File: src/rtl/fx2_reg_cmd_engine.sv
// Register command engine: parses SYNC/mode/address/value frames from the FX2
// byte stream, issues one bus write and/or read, and streams the value back.
module fx2_reg_cmd_engine #(
  parameter int         ADDR_BYTES   = 2,
  parameter int         DATA_BYTES   = 4,
  parameter logic [7:0] SYNC_BYTE    = 8'hAA,
  parameter int         BYTE_TIMEOUT = 1023,
  parameter int         ACK_TIMEOUT  = 63
) (
  input  logic                    clk,
  input  logic                    reset_n,
  input  logic [7:0]              in_data,
  input  logic                    in_valid,
  output logic                    in_ready,
  output logic [8*ADDR_BYTES-1:0] reg_addr,
  output logic [8*DATA_BYTES-1:0] reg_wdata,
  output logic                    reg_wr,
  output logic                    reg_rd,
  input  logic [8*DATA_BYTES-1:0] reg_rdata,
  input  logic                    reg_ack,
  output logic [7:0]              out_data,
  output logic                    out_valid,
  input  logic                    out_ready,
  output logic                    frame_err,
  output logic                    busy
);

  localparam int IW = (BYTE_TIMEOUT > 1) ? $clog2(BYTE_TIMEOUT) : 1;
  localparam int KW = (ACK_TIMEOUT > 1) ? $clog2(ACK_TIMEOUT) : 1;

  typedef enum logic [2:0] {
    S_IDLE, S_MODE, S_ADDR, S_DATA, S_WRITE, S_READ, S_REPLY
  } state_t;

  state_t                  state, state_next;
  logic                    wr_flag;
  logic [3:0]              field_cnt;
  logic [IW-1:0]           idle_cnt;
  logic [KW-1:0]           ack_cnt;
  logic                    strobe_pend;
  logic [8*DATA_BYTES-1:0] reply_sr;
  logic                    err_next;
  logic                    in_xfer, out_xfer;
  logic                    in_frame, wait_ack;
  logic                    byte_to, ack_to;

  assign in_frame  = (state == S_MODE) || (state == S_ADDR) || (state == S_DATA);
  assign wait_ack  = (state == S_WRITE) || (state == S_READ);
  assign in_ready  = (state == S_IDLE) || in_frame;
  assign busy      = (state != S_IDLE);
  assign out_valid = (state == S_REPLY);
  assign out_data  = (state == S_REPLY) ? reply_sr[7:0] : 8'h00;
  assign reg_wr    = (state == S_WRITE) && strobe_pend;
  assign reg_rd    = (state == S_READ) && strobe_pend;
  assign in_xfer   = in_valid && in_ready;
  assign out_xfer  = out_valid && out_ready;

  // Timeouts fire on the last idle clock so the error pulse follows immediately.
  assign byte_to = in_frame && !in_xfer && (idle_cnt == IW'(BYTE_TIMEOUT - 1));
  assign ack_to  = wait_ack && !reg_ack && (ack_cnt == KW'(ACK_TIMEOUT - 1));

  always_ff @(posedge clk or negedge reset_n) begin
    if (!reset_n) state <= S_IDLE;
    else          state <= state_next;
  end

  always_comb begin
    state_next = state;
    err_next   = 1'b0;
    case (state)
      S_IDLE:
        if (in_xfer && in_data == SYNC_BYTE) state_next = S_MODE;
      S_MODE:
        if (byte_to) begin
          state_next = S_IDLE;
          err_next   = 1'b1;
        end else if (in_xfer) begin
          if (in_data[7:1] != 7'd0) begin
            state_next = S_IDLE;
            err_next   = 1'b1;
          end else begin
            state_next = S_ADDR;
          end
        end
      S_ADDR:
        if (byte_to) begin
          state_next = S_IDLE;
          err_next   = 1'b1;
        end else if (in_xfer && field_cnt == 4'(ADDR_BYTES - 1)) begin
          state_next = S_DATA;
        end
      S_DATA:
        if (byte_to) begin
          state_next = S_IDLE;
          err_next   = 1'b1;
        end else if (in_xfer && field_cnt == 4'(DATA_BYTES - 1)) begin
          state_next = wr_flag ? S_WRITE : S_READ;
        end
      S_WRITE:
        if (reg_ack) begin
          state_next = S_READ;
        end else if (ack_to) begin
          state_next = S_REPLY;
          err_next   = 1'b1;
        end
      S_READ:
        if (reg_ack) begin
          state_next = S_REPLY;
        end else if (ack_to) begin
          state_next = S_REPLY;
          err_next   = 1'b1;
        end
      S_REPLY:
        if (out_xfer && field_cnt == 4'(DATA_BYTES - 1)) state_next = S_IDLE;
      default:
        state_next = S_IDLE;
    endcase
  end

  // Counters restart on every state change; the strobe flag marks the first
  // cycle of WRITE/READ so each strobe lasts exactly one clock.
  always_ff @(posedge clk or negedge reset_n) begin
    if (!reset_n) begin
      wr_flag     <= 1'b0;
      field_cnt   <= 4'd0;
      idle_cnt    <= '0;
      ack_cnt     <= '0;
      strobe_pend <= 1'b0;
      reg_addr    <= '0;
      reg_wdata   <= '0;
      reply_sr    <= '0;
      frame_err   <= 1'b0;
    end else begin
      frame_err   <= err_next;
      strobe_pend <= (state_next != state) &&
                     (state_next == S_WRITE || state_next == S_READ);

      if (state_next != state)
        field_cnt <= 4'd0;
      else if (((state == S_ADDR || state == S_DATA) && in_xfer) ||
               (state == S_REPLY && out_xfer))
        field_cnt <= field_cnt + 4'd1;

      if (state_next != state || in_xfer) idle_cnt <= '0;
      else if (in_frame)                  idle_cnt <= idle_cnt + 1'b1;

      if (state_next != state) ack_cnt <= '0;
      else if (wait_ack)       ack_cnt <= ack_cnt + 1'b1;

      if (state == S_MODE && in_xfer) wr_flag <= in_data[0];

      if (state == S_ADDR && in_xfer)
        for (int i = 0; i < ADDR_BYTES; i++)
          if (field_cnt == 4'(i)) reg_addr[8*i +: 8] <= in_data;

      if (state == S_DATA && in_xfer)
        for (int i = 0; i < DATA_BYTES; i++)
          if (field_cnt == 4'(i)) reg_wdata[8*i +: 8] <= in_data;

      // A missing ack still yields a full-length reply, filled with ones.
      if (state == S_READ && reg_ack)
        reply_sr <= reg_rdata;
      else if (ack_to)
        reply_sr <= '1;
      else if (state == S_REPLY && out_xfer)
        reply_sr <= reply_sr >> 8;
    end
  end

endmodule

File: config.mk
export PLATFORM = sky130hd
export DESIGN_NAME = fx2_reg_cmd_engine
export DESIGN_NICKNAME = d
export VERILOG_FILES = /design/src/rtl/fx2_reg_cmd_engine.sv
export SDC_FILE = /design/constraint.sdc
export NUM_CORES = 1
export LEC_CHECK = 0
export ABC_AREA = 1
export CORE_ASPECT_RATIO = 1.1
export CORE_MARGIN = 1.5
export CORE_UTILIZATION = 25
export CTS_CLUSTER_DIAMETER = 100
export DETAILED_ROUTE_END_ITERATION = 10
export GPL_TIMING_DRIVEN = 0
export PLACE_DENSITY_LB_ADDON = 0.25
export SKIP_CTS_REPAIR_TIMING = 1
export SYNTH_ARGS = -nofsm -noshare
export SYNTH_HDL_FRONTEND = slang
export SYNTH_SLANG_ARGS = --single-unit
File: constraint.sdc
create_clock -name clk -period 2.6 [get_ports clk]
set_clock_uncertainty 0.1 [all_clocks]
set_input_delay 0.52 -clock clk [delete_from_list [all_inputs] [get_ports clk]]
set_output_delay 0.52 -clock clk [all_outputs]
set_load 0.02 [all_outputs]
Fig. 1: run 1, track usage over the die
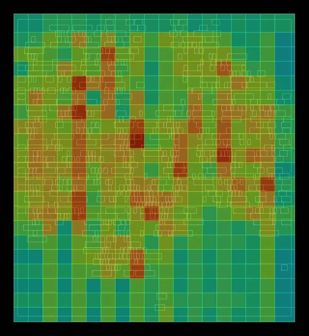
Most Crowded Layer GR: met2
Final Core Density: 35.0%

Fig. 2: run 1, zoomed window
Region (88, 98) to (113, 123) µm. Cells in gray, sequential cells in the stronger gray; small squares are vias.
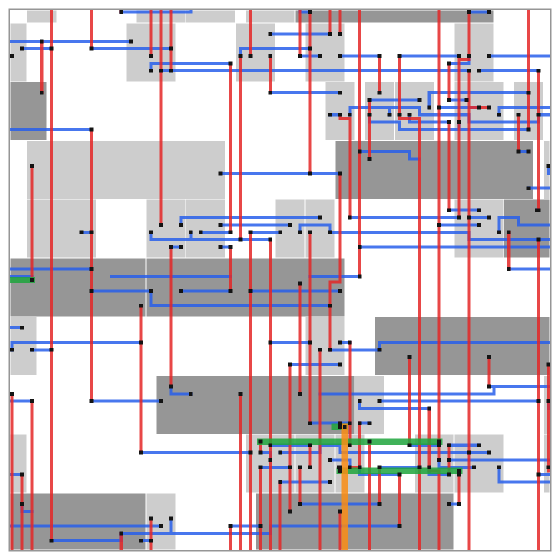
legend:
  metal 4:
    color: orange
  metal 3:
    color: green
  metal 2:
    color: red
  metal 1:
    color: blue
sequential cells in the window: 7
cells with their middle in the window: 33
netlist names of flops here include: reply_sr (7)
most frequent: nand2_1 (10), o21ai_0 (9), dfrtp_1 (7)

Fig. 3: run 1, sequential cells colored by netlist name
Drawn at 3 px/µm. Other sequential cells in the stronger gray, the rest of the logic in the fainter gray.
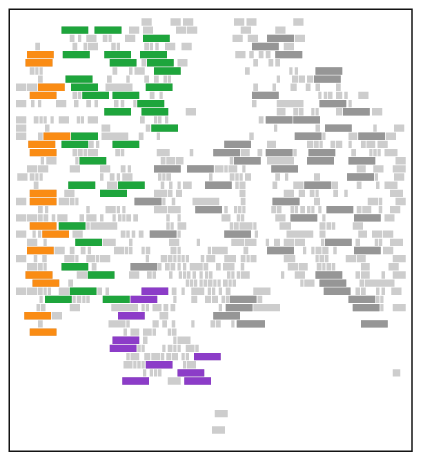
legend:
  reg_addr:
    color: orange
    sequential_cells: 16
  idle_cnt:
    color: purple
    sequential_cells: 10
  reg_wdata:
    color: green
    sequential_cells: 32
P_seq: 1.73 mW
Flop area: 2650 µm²
register share of the cell area: 41.1%

Fig. 4: run 1, M1 wires
Drawn at 2 px/µm.
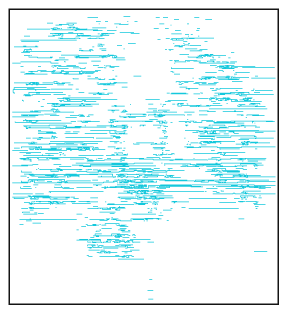
longest straight run: 38.2 µm
main direction: horizontal
nets with wire on the layer: 622
share of all routed wire: 45%

run 1: cell usage after synthesis:
master      n  share of area [%]
and3_1      1               0.13
buf_1       1              0.080
nand3_1    35                3.7
a32oi_1     1               0.19
nand4_1     5               0.67
o22ai_2     1               0.27
o22ai_1    16                2.1
xnor2_1     4               0.75
nor3b_1     1               0.16
or2_2       2               0.27
a21oi_2     2               0.37
o221ai_1    8                1.5
nor2_4      1               0.24
nand2_2     4               0.53
nor2_2      3               0.40
inv_2       5               0.40
clkbuf_1   14                1.1
xor2_1     12                2.2
ha_1       10                2.7
nor3_1      5               0.53
buf_2       2               0.21
a21oi_1     4               0.43
dfrtp_1   106                 56
o21ai_0    77                8.2
nand2_1   114                9.1
inv_1      35                2.8
nor2_1     56                4.5
run 1: power by group through the flow:
stage	clock network [mW]	logic (mW)	registers (mW)
2_1_floorplan	0	0.0964	1.79
3_3_place_gp	0	0.304	1.76
3_5_place_dp	0	0.317	1.77
4_1_cts	1.42	0.320	1.73
5_1_grt	1.49	0.347	1.74
6_report	1.38	0.313	1.73
run 1: layer usage:
layer | wire, µm | global-route usage, % | vias to the layer above | part of all wire (%)
met2 | 6260 | 22.7 | 111 | 46
met3 | 1010 | 4.62 | 16 | 7.5
met5 | 0 | 0 | - | 0
met1 | 6040 | 17.7 | 1979 | 45
li1 | - | - | 1977 | -
met4 | 189 | 4.35 | 0 | 1.4
run 1: critical path: stages, from the launching register on:
cell and delay, ps:
dfrtp_1 350, buf_2 170, inv_1 100, nand2_1 120, nor2_4 170, clkdlybuf4s50_1 660
run 1: logic make-up (layout without fill, tap and decap cells):
group                    Yosys count  in the layout  share of synthesized area [%]
AND-OR/OR-AND                    109            109                           13.1
XOR/XNOR                          16             16                           2.98
adder cells (fa/ha/maj)           10             10                           2.66
buffers and inverters             57            180                           4.61
flip-flops                       106            106                           56.4
AND/OR/NAND/NOR                  227            227                           20.2
run 1: through the flow:
step	utilization, %	hold WS (ps)
finish	35.0	64.5
global route	35.0	113
CTS	34.7	94.5
detailed placement	33.1	372
global placement	32.9	369
floorplan	-	124
run 1: final timing paths:
check / from / to / slack [ps]
worst max-delay path: state[0] / out_valid / 60
worst min-delay path: reset_n / reply_sr[1] / 60
worst max register to register: state[1] / reply_sr[23] / 310
worst min register to register: reg_wdata[15] / reg_wdata[15] / 390
max in group asynchronous: reset_n / reg_wdata[23] / 1610
min in group clk: reg_wdata[15] / reg_wdata[15] / 390
run 1: final cells by class:
class | count | area [µm²]
clock buffers | 9 | 225
fillers | 1886 | 12000
multi-input cells | 362 | 1860
repair buffers | 107 | 1110
well taps | 243 | 304
inverters | 40 | 150
flip-flops and latches | 106 | 2650
clock inverters | 7 | 78.8
plain buffers | 17 | 66.3
run 1: registers in the layout (all words and copies together), names as in the netlist:
register	flops
reg_wdata	32
frame_err	1
field_cnt	4
ack_cnt	6
strobe_pend	1
state	3
reply_sr	32
idle_cnt	10
reg_addr	16
wr_flag	1
==> deck_impl_summary.md, run 1 <==
Key Metrics from the Run

Clocking
  • CTS Sinks: about 110
  • Clock Pin Slew Worst Setup and Hold Paths: 80 ps

Global route
  • Initial antenna violation count: 0

Pwr
  • Seq pwr share: 50.6%
  • IR drop worst, VDD: about 0.00033 V
  • Int Pwr: between 2 and 3 mW

Final timing
  • Worst slew margin relative to its limit: 57.7%
  • FMAX: approximately 390 MHz

Logic synthesis
  • Net count after synthesis: between 500 and 600
  • Synth Cell Area: approximately 4700 µm²
  • Yosys chip area: 4700 µm²
  • Synth Instances: around 530
  • YS warnings: 0

Placed design
  • Port Buffers: 106

Worst setup path
  • Crit-path max FO: 8
  • Worst Reg-to-Reg Cells: 9

Status
  • Status: completed

Final layout
  • Fin area: 6450 µm²
  • Commonest Layout Cell: nand2_1

Routing
  • Initial DRT Pass Iterations: 6

Hold path
  • Min-delay worst type: in2async
==> run 1 -> run 2 <==
clock period = 2.4 ns   (was 2.6 ns; I/O delays follow)
==> run 2 against run 1 <==
Compared with the run above: via count shrank 0.32%; final area grew 0.56%; wire length grew 0.18%; critical path depth grew 2; combinational power grew 9.3%; area after synthesis is the same; final cell count is the same; sequential power grew 9%; worst setup slack gained 38 ps; flip-flop count is the same; critical endpoint is now out_data[2].
==> deck_impl_summary.md, run 2 <==
Key Metrics from the Run

Global route
  • Initial antenna violation count: 0 (unchanged)

Worst setup path
  • Crit path max-delay family: buffers and inverters (unchanged)
  • Levels on crit path: 7 (was 5)
  • Worst R2R End: ack_cnt[2] (was reply_sr[23])
  • Critical path startpoint: state[0] (unchanged)
  • Worst Setup EP: out_data[2] (was out_valid)
  • Buf+Inv Stages, Crit Path: 4 (was 3)
  • CP cell instances: buf_2, inv_1, nand2_1, nor2_4, inv_2, nor2_1, dlymetal6s2s_1 (was buf_2, inv_1, nand2_1, nor2_4, clkdlybuf4s50_1)
  • CP max-delay cell: dfrtp_1 (was clkdlybuf4s50_1)

Logic synthesis
  • Synth Cell Area: 4700 µm² (unchanged)
  • Synth top area share: 56.4% (unchanged)
  • Most frequent cell after synthesis: nand2_1 (unchanged)
  • Fraction of registers with async set/reset: 100% (unchanged)
  • Synth Instances: 525 (unchanged)
  • Net count after synthesis: 580 (unchanged)
  • Cell area leaders: dfrtp_1, nand2_1, o21ai_0 (unchanged)
  • Yosys chip area: 4700 µm² (unchanged)
  • Ys flop type: dfrtp_1 (unchanged)
  • YS warnings: 0 (unchanged)
  • Flip-flops with a built-in enable: 0 (unchanged)
  • Synth area leader: dfrtp_1 (unchanged)

Final layout
  • Fillcell total: 1881 (was 1886)
  • Logic area: 1880 µm² (was 1860 µm²)
  • Fin area: 6490 µm² (was 6450 µm²)

Clocking
  • Clock Pin Slew Worst Setup and Hold Paths: 80 ps (about the same)

Hold path
  • Min-delay worst type: in2async (unchanged)

Final timing
  • FMAX: ~440 MHz

Pwr
  • Int Pwr: 2.74 mW (was 2.53 mW)

Status
  • Status: completed (unchanged)

Routing
  • Initial DRT Pass Iterations: 6 (unchanged)
[run 2: cell counts after synthesis]
Identical to the previous run, type by type.
[run 2: logic make-up (layout without fill, tap and decap cells)]
family,Yosys count,in the layout,synth area share [%]
adders and majority gates,10,10,2.66
AOI/OAI and AO/OA,109,109,13.1
buffers and inverters,57,180,4.61
DFF,106,106,56.4
xor gates and xnor gates,16,16,2.98
and+or+nand+nor,227,227,20.2
[run 2: cell type report]
cell class / count / area share [%]
flip-flops and latches: 106 / 40.9
multi-input cells: 362 / 29.0
repair buffers: 107 / 17.2
well taps: 243 / 4.69
clock buffers: 9 / 3.47
inverters: 40 / 2.31
clock inverters: 7 / 1.22
plain buffers: 17 / 1.16
[run 2: how the worst min path moves through the flow]
stage,startpoint,endpoint,slack (ps),depth (start not counted)
after global routing,reset_n,reply_sr[1],70,1
final,reset_n,reply_sr[1],20,1
after floorplan,reset_n,ack_cnt[0],80,0
after CTS,reset_n,reply_sr[1],50,1
after detailed placement,reg_wdata[15],reg_wdata[15],370,2
after global placement,reg_wdata[27],reg_wdata[27],370,2
[run 2: metal layers]
metal / vias up / track usage, %
met1: 1955 / 17.7
met4: 0 / 4.35
li1: 1976 / -
met2: 123 / 22.7
met3: 16 / 4.62
met5: - / 0
[run 2: power groups by stage]
stage	clock, mW	sequential (mW)	combinational (mW)
after global routing	1.61	1.89	0.378
final	1.49	1.88	0.342
after floorplan	0	1.94	0.104
after CTS	1.54	1.88	0.346
after global placement	0	1.91	0.329
after detailed placement	0	1.91	0.344
[run 2: through the flow]
step / util, % / TNS [ps] / std cells
floorplan: - / 0 / 525
global placement: 32.9 / -371620 / 874
detailed placement: 33.1 / -18660 / 875
CTS: 34.7 / -13350 / 891
global route: 35.2 / -16.5 / 891
finish: 35.2 / 0 / 891
Fig. 5: run 2, track usage over the die
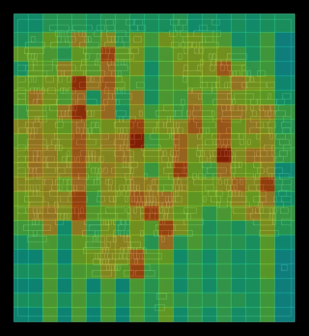
WL/cell: 15.2 µm
All-Layer GR Usage: 14.0%
met3 GRT Util: 4.62%
met1 Usage GRT: 17.7%
Final Core Density: 35.2%

Fig. 6: run 2, sequential cells colored by netlist name
Drawn at 3 px/µm. Other sequential cells in the stronger gray, the rest of the logic in the fainter gray.
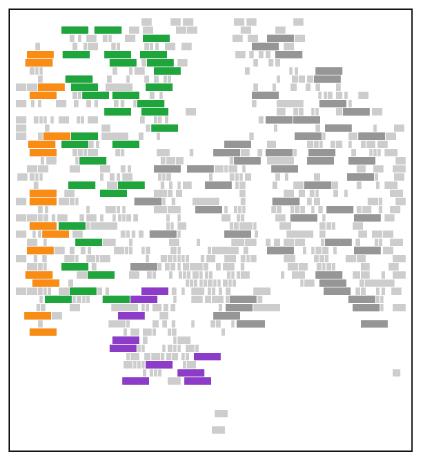
legend:
  idle_cnt:
    color: purple
    sequential_cells: 10
  reg_addr:
    color: orange
    sequential_cells: 16
  reg_wdata:
    color: green
    sequential_cells: 32
P_seq: 1.88 mW
register share of the cell area: 40.9%

No activity file was given, so power comes from the tool's default toggle rates.
